==> images/clock_nets.png <==
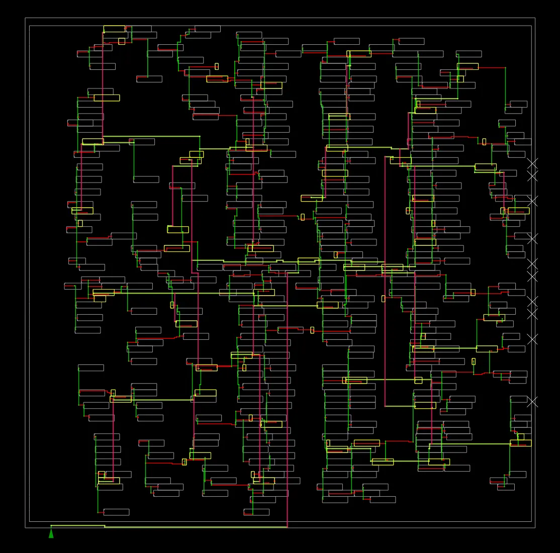
==> images/m2.png <==
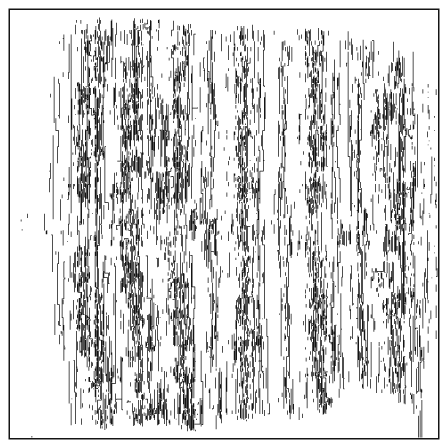
==> images/sizing.png <==
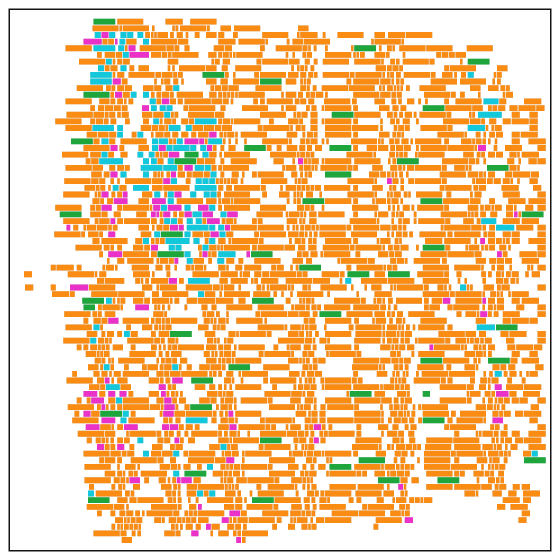
Design pdm_mic_cic, sky130hd; sources not shown.
==> impl_metrics.tcl <==
# collected from the flow reports
set metrics [dict create \
    insertion_delay_ps 580 \
    finalMaxSlewViolations 450 \
    die_x_um 221.0 \
    synthArstFlopShare_pct 0 \
    core_util_floorplan_pct 50.84 \
    critPathMaxFanout 3 \
    drc 10 \
    edf_count 320 \
    fin_crit_ps 5252 \
    clock-sinks 372 \
    hp-class "reg2reg" \
    yosys_warnings 0 \
    rsz0062_at_grt "yes" \
    mi_logic_area_sq_um 12730 \
    p_per_area_nw_per_um2 315.4 \
    setup_violations 1 \
    slowest_stage "edfxtp_1" \
    fin_ws_ps -62.43 \
    ioPinCount 40 \
    log.warning_count 35 \
    dp.cells 2989 \
    reg2reg_depth 24 \
    dpl_cell_area_sq_um 25310 \
    r2r_setup_slack_ps -60 \
    n_antenna_cell 0 \
    status "finished with violations" \
    ys_cells 2320 \
    drive_gt1_share_pct 11.29 \
    clock.fmax_mhz 190.4 \
    path_cells "fa_2 -> a21o_1 -> a21oi_2 -> o21bai_1 -> a21oi_2 -> o21bai_1 -> buf_4 -> a211o_1 -> a2111oi_4 -> buf_4 -> o31a_1 -> nor2_2 -> ha_1 -> o21a_1 -> nor2_2 -> a21oi_2 -> a21oi_2 -> xnor2_2 -> ha_4 -> and3_4 -> a211oi_4 -> xor2_1 -> or2_4 -> mux2i_1" \
    synth.net_count 2566 \
    final_cell_area_sq_um 27390 \
    clockBufferDepth 3 \
    root_buffer "clkbuf_16" \
    fin_nets 2699 \
    overflow 0 \
    netlist_area_sq_um 23770 \
    yosysUniqueCellTypes 80 \
    cts.clk_slew.worst_paths_ps 60 \
    cp-end-kind "flop" \
    final.setup_skew_ps 24.91 \
    critPathLaunchType "flop" \
    path_class "reg2reg" \
    port_buffers 39 \
    avgViaCountPerCell 5.463 \
    whs_ps 433.5 \
    failed_checks "design-rule violations, max-capacitance violations, max-slew violations, negative setup slack" \
    hold_buffers 0 \
    cp_common_cell "a21oi_2" \
    synth_cells 2320 \
    avgSynthCellArea_sq_um 10.24 \
    core.rowCount 79 \
    die_area_sq_um 48850 \
    grt_pass1_wl_um 73240 \
    leakage_nw 11.52 \
    grt_pass1_vias 16290 \
    finalPower_mw 8.640 \
    yosys_register_bits 372 \
    cts_tree "yes" \
    drt_iter0_drc 789 \
    fin_cells 3095 \
    tightestPinTransition_ps 3138 \
    postSynthSeqShare_pct 44.81 \
    finalCritPeriodShare_pct 101.2 \
    flop_area_sq_um 10650 \
    cp_top_family "AND-OR/OR-AND gates" \
    slowest_delay_ps 430 \
    dr.pass1.iters 10 \
    hold_viol_final 0 \
    hold_path_depth 1 \
    slew-limit-headroom_pct -109.2 \
    antenna_found_initial 0 \
    pre_cts_ws_ps -397.9 \
    ir_drop_v 0.0002264 \
    grt_usage_pct 17.59 \
    antenna_left 0 \
    ys_area_sq_um 23770 \
    die_y_um 221.0 \
    routabilityCongestion 0.8536 \
    drv_cap 9 \
    fin_util_pct 58.59 \
    fillerInstances 3772 \
    htree_levels 2 \
]
About clock_nets.png:
clkbuf count: 56
cts bufs inserted: 43
flop count: 372
clk pwr: 2.98 mW

About m2.png:
nets with wire on the layer: 2243
wire length on this layer: 21.8 mm
via count: 16910
met2 usage: 31.71%
final wirelength: 44500 um

About sizing.png:
[x3 and x4] cyan | cells: 128
[x2] magenta | cells: 102
[x1 and smaller] orange | cells: 2207
[x6 and larger] green | cells: 51
Non-CTS buffers: 139
Final WS setup: -62.43 ps
growth of design area from synthesis to finish: 15.25%

-- what timing repair did --
action / in CTS / in global routing
setup endpoints to repair: 5 / 11
gates resized: 26 / 93
setup buffers: 5 / 21
pin swaps: 24 / 61
-- synthesized netlist by cell type (5+ instances only) --
| cell type | n | area [sq um] |
|---|---|---|
| xnor2_1 | 107 | 937.2 |
| a41oi_1 | 5 | 43.79 |
| nor2b_1 | 40 | 250.2 |
| and3_1 | 64 | 400.4 |
| o21ai_0 | 93 | 465.5 |
| nand4b_1 | 5 | 43.79 |
| fa_1 | 10 | 200.2 |
| clkbuf_1 | 47 | 176.4 |
| o211ai_1 | 15 | 112.6 |
| nand2_1 | 84 | 315.3 |
| dfxtp_1 | 52 | 1041 |
| mux2i_1 | 8 | 80.08 |
| a311oi_1 | 9 | 78.83 |
| o21a_1 | 33 | 247.7 |
| nor2_1 | 215 | 807.0 |
| nand2b_1 | 27 | 168.9 |
| a31oi_1 | 12 | 75.07 |
| or2_2 | 14 | 87.58 |
| a221o_1 | 23 | 230.2 |
| nand3_1 | 34 | 170.2 |
| nand4_1 | 16 | 100.1 |
| o21bai_1 | 17 | 127.6 |
| ha_1 | 232 | 2903 |
| a21oi_1 | 144 | 720.7 |
| xor2_1 | 68 | 595.6 |
| a21o_1 | 59 | 442.9 |
| edfxtp_1 | 320 | 9609 |
| nor4_1 | 15 | 93.84 |
| or3_1 | 17 | 106.4 |
| inv_1 | 197 | 739.5 |
| nor3_1 | 64 | 320.3 |
| a21boi_0 | 9 | 67.56 |
| nor3b_1 | 7 | 52.55 |
| a211oi_1 | 25 | 187.7 |
| o31ai_1 | 5 | 37.54 |
| and2_1 | 150 | 938.4 |
-- power breakdown --
group | switching [mW] | total (mW) | internal [mW]
sequential | 0.0484 | 3.39 | 3.34
clock | 1.21 | 2.98 | 1.77
combinational | 1.22 | 2.27 | 1.05
-- final cells by class --
type / count / share of cell area [%]
multi-input combinational: 1700 / 46.48
inverter: 197 / 2.699
clock buffer: 56 / 4.221
timing repair buffer: 139 / 4.079
tap: 607 / 2.773
clock inverter: 24 / 0.8633
sequential: 372 / 38.89
-- cell families (layout without fill, tap and decap cells) --
kind of cell / after synthesis / in the layout / share of synthesized area [%]
AOI/OAI and AO/OA: 507 / 507 / 14.58
xor gates and xnor gates: 176 / 176 / 6.543
adders and majority gates: 242 / 242 / 13.06
buffers and inverters: 248 / 416 / 3.938
DFF: 372 / 372 / 44.81
muxes: 8 / 8 / 0.3369
and+or+nand+nor: 767 / 767 / 16.74
-- cells in the final DEF, fill, tap and decap left out, types with 50 or more instances in the layout --
cell        n
dfxtp_1    50
xor2_1     66
and2_0     54
nor3_1     60
and2_1     95
edfxtp_1  320
buf_4      93
o21ai_0    81
and3_1     62
inv_1     194
a21o_1     59
xnor2_1    99
nand2_1    81
ha_1      220
a21oi_1   119
nor2_1    208
-- per-layer routing --
| layer | wire (um) | GRT usage (%) | vias to the layer above |
|---|---|---|---|
| met1 | 20420 | 21.40 | 7929 |
| li1 | - | - | 8671 |
| met4 | 1009 | 6.318 | 0 |
| met2 | 21760 | 31.71 | 235 |
| met5 | 0 | 0 | - |
| met3 | 1311 | 2.510 | 73 |
Power is estimated from default activity; no workload was simulated.
